`src/rtl/dpi_result_collector.sv`:
```
// dpi_result_collector
// Collects results from a DPI call whose outputs change on the falling edge.
// {in_done, in_result} is sampled on the rising edge, and each done pulse
// pushes one word into a small first-word-fall-through FIFO.
// The FIFO is drained through a valid/ready port.
// Words that arrive while the FIFO is full are counted as drops.
// Every accepted word is also added into a running sum.
module dpi_result_collector #(
  parameter int DATA_W = 32,
  parameter int DEPTH  = 4,
  parameter int CNT_W  = 16
) (
  input  logic                       clk,
  input  logic                       rst,
  input  logic                       in_done,
  input  logic [DATA_W-1:0]          in_result,
  output logic                       out_valid,
  input  logic                       out_ready,
  output logic [DATA_W-1:0]          out_data,
  output logic [$clog2(DEPTH):0]     level,
  output logic [CNT_W-1:0]           drop_cnt,
  output logic                       overflow,
  output logic [DATA_W-1:0]          accum
);

  localparam int PTR_W = $clog2(DEPTH);
  localparam int LVL_W = PTR_W + 1;
  localparam logic [LVL_W-1:0] DEPTH_L = LVL_W'(DEPTH);
  localparam logic [LVL_W-1:0] ONE_L   = LVL_W'(1);

  logic [DATA_W-1:0] mem [DEPTH];
  logic [PTR_W-1:0]  rd_ptr;
  logic [PTR_W-1:0]  wr_ptr;
  logic              push;
  logic              pop;
  logic              drop;
  logic [DATA_W-1:0] head_next;

  assign out_valid = (level != '0);

  // Handshake decode: a pop on a full FIFO frees the slot for a same-cycle push.
  always_comb begin
    pop  = out_valid & out_ready;
    push = in_done & ((level < DEPTH_L) | pop);
    drop = in_done & ~push;
  end

  // Next head word: registered so out_data keeps its last value once the FIFO empties.
  always_comb begin
    head_next = out_data;
    if (pop) begin
      if (level > ONE_L)
        head_next = mem[rd_ptr + PTR_W'(1)];
      else if (push)
        head_next = in_result;
    end else if ((level == '0) && push) begin
      head_next = in_result;
    end
  end

  // Storage array; content needs no reset because level gates its visibility.
  always_ff @(posedge clk) begin
    if (push)
      mem[wr_ptr] <= in_result;
  end

  // FIFO bookkeeping, drop statistics and the running sum of accepted words.
  always_ff @(posedge clk or posedge rst) begin
    if (rst) begin
      rd_ptr   <= '0;
      wr_ptr   <= '0;
      level    <= '0;
      out_data <= '0;
      drop_cnt <= '0;
      overflow <= 1'b0;
      accum    <= '0;
    end else begin
      if (push)
        wr_ptr <= wr_ptr + PTR_W'(1);
      if (pop)
        rd_ptr <= rd_ptr + PTR_W'(1);
      level    <= level + LVL_W'(push) - LVL_W'(pop);
      out_data <= head_next;
      if (push)
        accum <= accum + in_result;
      if (drop) begin
        overflow <= 1'b1;
        if (drop_cnt != '1)
          drop_cnt <= drop_cnt + CNT_W'(1);
      end
    end
  end

endmodule

```
`config.mk`:
```
export PLATFORM = sky130hd
export DESIGN_NAME = dpi_result_collector
export DESIGN_NICKNAME = d
export VERILOG_FILES = /design/src/rtl/dpi_result_collector.sv
export SDC_FILE = /design/constraint.sdc
export NUM_CORES = 1
export LEC_CHECK = 0
export CORE_ASPECT_RATIO = 1.2
export CORE_MARGIN = 3
export CORE_UTILIZATION = 45
export CTS_CLUSTER_DIAMETER = 40
export CTS_CLUSTER_SIZE = 14
export DETAILED_ROUTE_END_ITERATION = 10
export PLACE_DENSITY_LB_ADDON = 0.1
export RECOVER_POWER = 50
export SLEW_MARGIN = 10
export SYNTH_ARGS = -nofsm -noshare
export SYNTH_HDL_FRONTEND = slang
export SYNTH_SLANG_ARGS = --single-unit
export TNS_END_PERCENT = 5
```
`constraint.sdc`:
```
create_clock -name clk -period 4.5 [get_ports clk]
set_clock_uncertainty 0.1 [all_clocks]
set_input_delay 0.9 -clock clk [delete_from_list [all_inputs] [get_ports clk]]
set_output_delay 0.9 -clock clk [all_outputs]
set_load 0.005 [all_outputs]
```
Fig. 1: run 1, clock wiring as the flow saved it
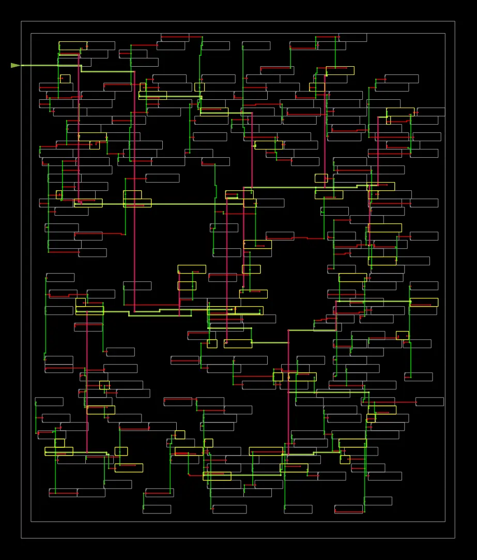
# clk buffers: 32
Late-Pin Clk Latency: 0.54 ns

Fig. 2: run 1, selected gate families
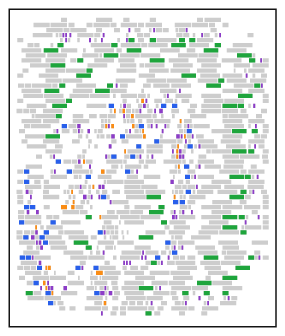
[green] multiplexers | cells: 66 | where: widely spread
[purple] NAND gates | cells: 119 | where: widely spread
[orange] NOR gates | cells: 33
[blue] XOR/XNOR gates | cells: 45

Fig. 3: run 1, drive-strength map
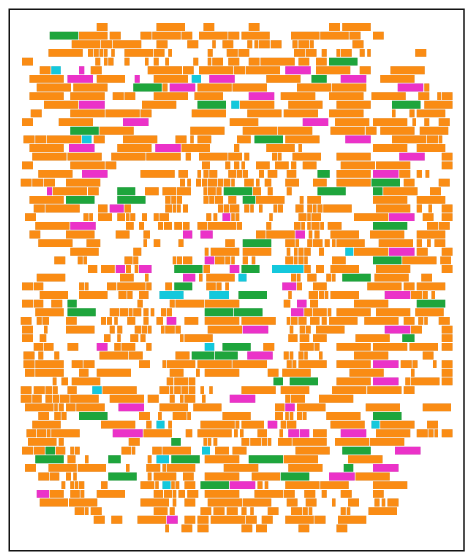
[cyan] drive 3 to 4 | cells: 16 | share: 1.8%
[orange] drive 1 or less | cells: 787 | share: 87%
[magenta] drive 2 | cells: 57 | share: 6.3%
[green] drive 6 and up | cells: 49 | share: 5.4%

==> run 1: worst paths after layout <==
path | to | cells after the start
max in group asynchronous | accum[26]$_DFFE_PP0P_ | 3
setup reg to reg | accum[28]$_DFFE_PP0P_ | 10
hold / removal | overflow$_DFFE_PP0P_ | 1
setup / recovery | accum[28]$_DFFE_PP0P_ | 11
min in group asynchronous | out_data[23]$_DFFE_PP0P_ | 2
hold reg to reg | overflow$_DFFE_PP0P_ | 1
==> run 1: kinds of logic after synthesis <==
group,synth area share
AOI/OAI and AO/OA,0.101
xor gates and xnor gates,0.0391
and+or+nand+nor,0.0781
buffers and inverters,0.0241
muxes,0.105
DFF,0.600
adders and majority gates,0.0524
==> run 1: final cells by class <==
| class | count | area, µm² | area share |
|---|---|---|---|
| Clock buffer | 32 | 790 | 0.0625 |
| Timing Repair Buffer | 132 | 1300 | 0.103 |
| Inverter | 21 | 80.1 | 0.00634 |
| Sequential cell | 216 | 6050 | 0.479 |
| Multi-Input combinational cell | 483 | 3790 | 0.300 |
| Clock inverter | 25 | 279 | 0.0221 |
| Tap cell | 274 | 343 | 0.0272 |
==> run 1: worst register-to-register path, delay by kind of cell, from the launching register on <==
family | cells | cell delay, ns
xor gates and xnor gates | 1 | 0.16
DFF | 1 | 0.41
AOI/OAI and AO/OA | 7 | 1.44
adders and majority gates | 2 | 0.66
==> run 1: registers in the layout, summed over array words and instances (netlist names) <==
signal and flops:
accum 32, drop_cnt 16, mem 128, overflow 1, rd_ptr 2, out_data 32
level 3, wr_ptr 2
==> flow_metrics.py, run 1 <==
# Synthesis and PnR figures
metrics = {
    "sta": {
        "tightest_slew_ns": 2.34,
        "setup_viol": 0,
        "worst_slack_ns": 1.00,
        "slew-limit-headroom": -0.566,
        "hold_ws_ns": 0.373,
        "fin_crit_sh": 0.778,
        "period_minus_slack_ns": 3.50,
        "tns_ns": 0,
        "rsz0062_at_grt": "no",
        "drv_slew": 47,
    },
    "die": {
        "die_area_um2": 24200,
        "fp_util": 0.461,
        "row_count": 59,
        "dieWidth_um": 143,
        "die_h_um": 170,
    },
    "synthesis": {
        "ys_ff": 216,
        "ys_seq_frac": 0.600,
        "syn-instance-count": 751,
        "yosys.area.top_type": "edfxtp_1",
        "synth_area_um2": 10100,
        "synth_top_cell_by_count": "edfxtp_1",
        "flop_cell": "edfxtp_1",
        "synth.distinct_cells": 58,
        "yosysWarnings": 0,
        "yosysCellCount": 751,
        "ys_area_um2": 10100,
        "synth_nets": 828,
        "topCellsByArea": "edfxtp_1, dfrtp_1, mux4_2",
        "synthArstFlopShare": 0.407,
        "avgSynthCellArea_um2": 13.4,
        "post_synth_most_frequent_cells": "edfxtp_1, nand2_1, dfrtp_1, o21ai_0, ha_1",
    },
    "cells_and_area": {
        "syn2layout_area_growth_pct": 25.3,
        "drive_gt1_frac": 0.134,
        "mostFrequentLayoutCell": "edfxtp_1",
        "layoutNonFillerInstCount": 1183,
        "fill_cells": 1762,
        "nets": 962,
        "diodes": 0,
        "fin_area_um2": 12600,
        "final_cell_mix": "edfxtp_1, nand2_1, dfrtp_1",
    },
    "critical_path": {
        "reg2reg_slack_ns": 1.60,
        "cpMostUsedCell": "o21ai_2",
        "path_class": "in -> reg",
        "max_stage_delay_ns": 0.61,
        "crit_required_ns": 4.80,
        "worstPathArrival_ns": 3.80,
        "critPathTopFamily": "AND-OR/OR-AND gates",
        "cp-start-kind": "input port",
        "cp_slowest_cell": "dlygate4sd3_1",
        "cp-end-kind": "flip-flop",
        "cp-startpoint": "in_result[0]",
        "crit_chain": "dlygate4sd3_1, ha_1, fa_1, a21oi_2, o21ai_2, a221o_2, a41oi_4, o21ai_2, a31oi_1, xor2_1, o21ai_1",
        "cp_num_buf_inv": 1,
        "critical_path.max_fanout": 6,
    },
    "global_routing": {
        "met1_usage": 0.256,
        "grt_busiest_layer": "met2",
        "grt_use_met3": 0.0323,
        "grt_pass1_wl_um": 36600,
        "antenna_found_initial": 0,
        "grt_use_total": 0.192,
        "use_met2": 0.321,
    },
    "run_status": {
        "violations": "max-capacitance violations, max-slew violations",
        "status": "complete, but fails checks",
    },
    "clock_network": {
        "cts.sinks": 216,
        "hold_buffers": 0,
        "cts_tree": "yes",
        "cts.clk_slew.worst_paths_ns": 0.06,
        "root_buffer": "clkbuf_16",
        "cts_made_buffers": 31,
    },
    "drt": {
        "drc": 0,
        "detail-route-antenna-nets": 0,
        "num_vias": 6438,
        "wl_met1_um": 9930,
        "viasPerCell": 5.44,
        "wire_per_inst_um": 19.5,
        "drt_first_pass_iters": 4,
    },
    "flow_run": {
        "log.warning_count": 29,
        "drv_cap": 1,
    },
    "worst_hold_path": {
        "min_from": "overflow$_DFFE_PP0P_",
    },
    "placement": {
        "dp_hpwl_um": 15500,
        "port_buffers": 120,
        "pre_cts_slack_ns": 0.531,
    },
}
## Run 2: what changed since run 1
- clock period: 4.5 -> 2.8 ns (I/O delays scaled with it)
Fig. 4: run 2, signal wires on met2
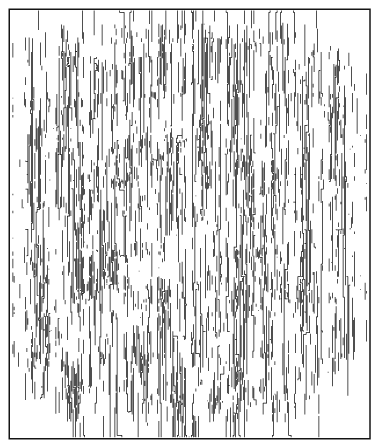
share of all routed wire: 53%
nets with wire on the layer: 944
main direction: vertical
longest straight run: 62.4 µm
wire length on this layer: 13100 µm

==> run 2 against run 1 <==
Synthesized area did not move; clock-buffer cell count rose by 10; final cell count is 10% higher; largest cell class unchanged; the flow now finishes without violations.
==> flow_metrics.py, run 2 <==
# Synthesis and PnR figures
metrics = {
    "worst_hold_path": {
        "hold_path_depth": 1,
        "holdPathEnd": "mem[3][11]$_DFFE_PP_",
        "min_from": "in_result[11]",
    },
    "clock_network": {
        "cts_made_buffers": 36,
        "insertion_delay_ns": 0.51,
        "cts.sinks": 216,
        "hold_buffers": 0,
        "root_buffer": "clkbuf_16",
        "cts.clk_slew.worst_paths_ns": 0.05,
        "cts_tree": "yes",
    },
    "cells_and_area": {
        "largestRegisters": "mem: 128 flops, accum: 32 flops, out_data: 32 flops",
        "syn2layout_area_growth_pct": 36.1,
        "layoutNonFillerInstCount": 1302,
        "fin_area_um2": 13700,
        "final_cell_mix": "edfxtp_1, buf_4, clkdlybuf4s50_1",
        "comb_area_um2": 3880,
        "top_register": "mem",
        "diodes": 0,
        "largest_reg_flops": 128,
        "seq_area_um2": 6050,
        "fill_cells": 1733,
        "nets": 1077,
        "drive_gt1_frac": 0.244,
    },
    "sta": {
        "setup_viol": 0,
        "tightest_slew_ns": 0.533,
        "fin_crit_sh": 0.975,
        "rsz0062_at_grt": "yes",
        "drv_slew": 0,
        "hold_ws_ns": 0.311,
        "slew-limit-headroom": 0.644,
        "period_minus_slack_ns": 2.73,
    },
    "critical_path": {
        "crit_path_end": "accum[28]$_DFFE_PP0P_",
        "cp-end-kind": "flip-flop",
        "cp-startpoint": "accum[0]$_DFFE_PP0P_",
        "worstPathArrival_ns": 3.01,
        "reg2reg_slack_ns": 0.07,
        "r2r_end": "accum[28]$_DFFE_PP0P_",
        "critical_path.max_fanout": 4,
        "path_class": "reg -> reg",
        "cp-start-kind": "flip-flop",
        "crit_required_ns": 3.09,
        "rr_worst_depth": 10,
    },
    "global_routing": {
        "grt_pass1_wl_um": 39900,
        "grt_pass1_vias": 7423,
        "grt_max_degree": 89,
        "antenna_found_initial": 0,
    },
    "drt": {
        "drc": 0,
        "num_vias": 6984,
        "drt-initial-drc-count": 229,
        "viasPerCell": 5.36,
        "wire_per_inst_um": 19.1,
        "detail-route-antenna-nets": 0,
        "drt_first_pass_iters": 4,
    },
    "synthesis": {
        "synth.distinct_cells": 58,
        "yosys.area.top_type": "edfxtp_1",
        "ys_seq_frac": 0.600,
        "post_synth_most_frequent_cells": "edfxtp_1, nand2_1, dfrtp_1, o21ai_0, ha_1",
        "yosysCellCount": 751,
        "adder_share": 0.0524,
        "flop_cell": "edfxtp_1",
        "topCellsByArea": "edfxtp_1, dfrtp_1, mux4_2",
        "syn-instance-count": 751,
        "top_area_frac": 0.382,
        "ys_sh_mux": 0.105,
        "ys_area_um2": 10100,
        "avgSynthCellArea_um2": 13.4,
        "yosys.area_share.simple": 0.0781,
        "yosysWarnings": 0,
        "synth_area_um2": 10100,
        "synth_nets": 828,
        "ys_ff": 216,
        "xor_area_frac": 0.0391,
        "topCombFamilyByArea": "multiplexers",
        "synthArstFlopShare": 0.407,
        "synth_top_cell_by_count": "edfxtp_1",
        "yosys.area_share.aoi": 0.101,
    },
    "die": {
        "die_area_um2": 24200,
        "fp_util": 0.461,
        "row_count": 59,
        "dieWidth_um": 143,
        "die_h_um": 170,
    },
    "run_status": {
        "status": "finished, final reports clean",
    },
    "placement": {
        "port_buffers": 120,
        "dp_hpwl_um": 16900,
    },
    "flow_run": {
        "drv_cap": 0,
        "log.warning_count": 32,
    },
}
run 2: final cells by class:
class	count	share of cell area
repair buffers	242	0.157
well taps	274	0.0250
flip-flops and latches	216	0.441
multi-input cells	483	0.283
inverters	21	0.00602
clock buffers	42	0.0703
clock inverters	24	0.0175
run 2: cells by family (layout without fill, tap and decap cells):
| logic type | Yosys count | count (layout) |
|---|---|---|
| buf+inv | 52 | 329 |
| xor+xnor | 45 | 45 |
| flops | 216 | 216 |
| mux | 66 | 66 |
| fa+ha+maj | 41 | 41 |
| compound gates | 157 | 157 |
| simple gates | 174 | 174 |
run 2: metal layers:
layer	part of all wire	wire length, µm	GRT usage	up-vias
li1	-	-	-	3316
met4	0.019	466	0.0546	0
met2	0.53	13100	0.371	151
met5	0	0	0	-
met1	0.41	10300	0.263	3483
met3	0.040	1000	0.0393	34
run 2: metrics by stage:
step | worst slack, ns | TNS, ns
after floorplan | -0.0332 | -0.0413
after global placement | -0.704 | -10.63
after detailed placement | -0.742 | -11.34
after CTS | -0.00681 | -0.00681
after global routing | -0.0700 | -0.183
final | 0.0708 | 0
run 2: worst max-delay path: stages, from the launching register on:
cell and delay, ns:
dfrtp_1 0.41, ha_4 0.18, fa_2 0.40, a21oi_4 0.19, o21ai_2 0.09, a221o_2 0.38
a41oi_4 0.29, o21ai_4 0.12, a31oi_2 0.20, xor2_1 0.17, o21ai_1 0.07
run 2: repair_timing:
item	in CTS	in global routing
gates resized	3	17
buffers inserted	3	5
pin swaps	4	13
endpoints found under the setup margin	11	18
## Run 3: what changed since run 2
--- a/constraint.sdc
+++ b/constraint.sdc
@@ -4,2 +4,2 @@
 set_output_delay 0.56 -clock clk [all_outputs]
-set_load 0.005 [all_outputs]
+set_load 0.1 [all_outputs]
Fig. 5: run 3, signal wires on met2
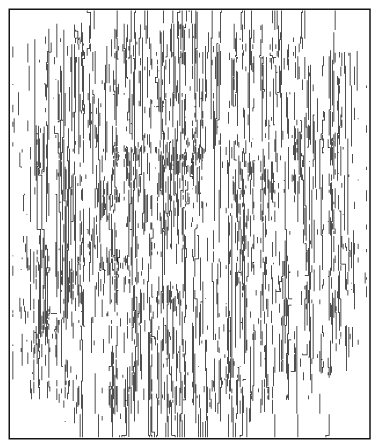
main direction: vertical
longest straight run: 64.6 µm
wire length on this layer: 12400 µm

==> run 3 against run 2 <==
Setup slack improved by 0.020 ns; critical path depth unchanged; utilization fell by 2.0 points; critical path type unchanged.
==> flow_metrics.py, run 3 <==
# Synthesis and PnR figures
metrics = {
    "run_status": {
        "status": "finished, final reports clean",
    },
    "synthesis": {
        "yosys.area_share.simple": 0.0781,
        "ys_sh_mux": 0.105,
        "synth_top_cell_by_count": "edfxtp_1",
        "ys_area_um2": 10100,
        "avgSynthCellArea_um2": 13.4,
        "synthArstFlopShare": 0.407,
        "synth.distinct_cells": 58,
        "synth_area_um2": 10100,
        "topCombFamilyByArea": "multiplexers",
        "yosysWarnings": 0,
        "adder_share": 0.0524,
        "xor_area_frac": 0.0391,
        "synth_nets": 828,
        "post_synth_most_frequent_cells": "edfxtp_1, nand2_1, dfrtp_1, o21ai_0, ha_1",
        "yosysCellCount": 751,
        "topCellsByArea": "edfxtp_1, dfrtp_1, mux4_2",
        "syn-instance-count": 751,
    },
    "flow_run": {
        "drv_cap": 0,
        "log.warning_count": 31,
    },
    "sta": {
        "slew-limit-headroom": 0.107,
        "hold_ws_ns": 0.289,
        "rsz0062_at_grt": "yes",
        "setup_viol": 0,
        "tns_ns": 0,
        "worst_slack_ns": 0.0905,
        "drv_slew": 0,
    },
    "critical_path": {
        "path_class": "reg -> reg",
        "cp-end-kind": "flip-flop",
        "cp-start-kind": "flip-flop",
        "critical_path.max_fanout": 4,
    },
    "cells_and_area": {
        "fin_area_um2": 13300,
        "drive_gt1_frac": 0.302,
        "layoutNonFillerInstCount": 1294,
        "diodes": 0,
        "largest_reg_flops": 128,
        "largestRegisters": "mem: 128 flops, accum: 32 flops, out_data: 32 flops",
    },
    "die": {
        "dieWidth_um": 143,
        "die_h_um": 170,
        "die_area_um2": 24200,
    },
    "global_routing": {
        "grt_use_total": 0.207,
        "grt_max_degree": 89,
        "antenna_found_initial": 0,
        "grt_pass1_vias": 7449,
    },
    "clock_network": {
        "insertion_delay_ns": 0.51,
        "cts.clk_slew.worst_paths_ns": 0.06,
        "root_buffer": "clkbuf_16",
    },
    "drt": {
        "drt_first_pass_iters": 4,
        "drt-initial-drc-count": 367,
        "num_vias": 6963,
        "wire_per_inst_um": 18.9,
    },
    "placement": {
        "dp_hpwl_um": 16900,
        "pre_cts_slack_ns": -0.664,
    },
}
[run 3: cell counts after synthesis]
No cell type changed its count.
[run 3: layout make-up]
class	count	area [µm²]
fillers	1796	8570
flip-flops and latches	216	6050
multi-input cells	483	3850
repair buffers	238	1790
clock buffers	36	868
well taps	274	343
clock inverters	26	288
inverters	21	82.6
[run 3: worst max-delay path, stage by stage, from the launching register on]
cell     delay [ns]
dfrtp_2        0.42
ha_4           0.17
fa_2           0.43
a21oi_4        0.18
o21ai_2        0.09
a221o_2        0.38
a41oi_4        0.27
o21ai_4        0.11
a31oi_2        0.20
xor2_1         0.17
o21ai_1        0.08
[run 3: worst paths after layout]
path	start	endpoint	slack, ns	cells past startpoint
worst min register to register	accum[31]$_DFFE_PP0P_	accum[31]$_DFFE_PP0P_	0.38	1
max in group asynchronous	rst	level[2]$_DFF_PP0_	0.65	3
min in group asynchronous	rst	out_data[23]$_DFFE_PP0P_	0.94	3
worst max register to register	accum[0]$_DFFE_PP0P_	accum[28]$_DFFE_PP0P_	0.09	10
worst min-delay path	in_result[8]	mem[1][8]$_DFFE_PP_	0.29	1
worst max-delay path	accum[0]$_DFFE_PP0P_	accum[28]$_DFFE_PP0P_	0.09	10
[run 3: logic make-up after synthesis]
kind of cell,after synthesis
simple gates,174
mux,66
xor+xnor,45
flops,216
fa+ha+maj,41
compound gates,157
buf+inv,52
[run 3: routing by layer]
layer	global-route usage	wire length, µm	share of wire
met1	0.269	10300	0.42
met2	0.354	12400	0.51
met3	0.0399	1090	0.045
met4	0.0624	578	0.024
met5	0	0	0
[run 3: what timing repair did]
| action | 4_1_cts | 5_1_grt |
|---|---|---|
| buffers inserted | 0 | 4 |
| hold buffers | 0 | 0 |
| pin swaps | 2 | 11 |
| endpoints found under the setup margin | 9 | 16 |
| resized | 1 | 17 |
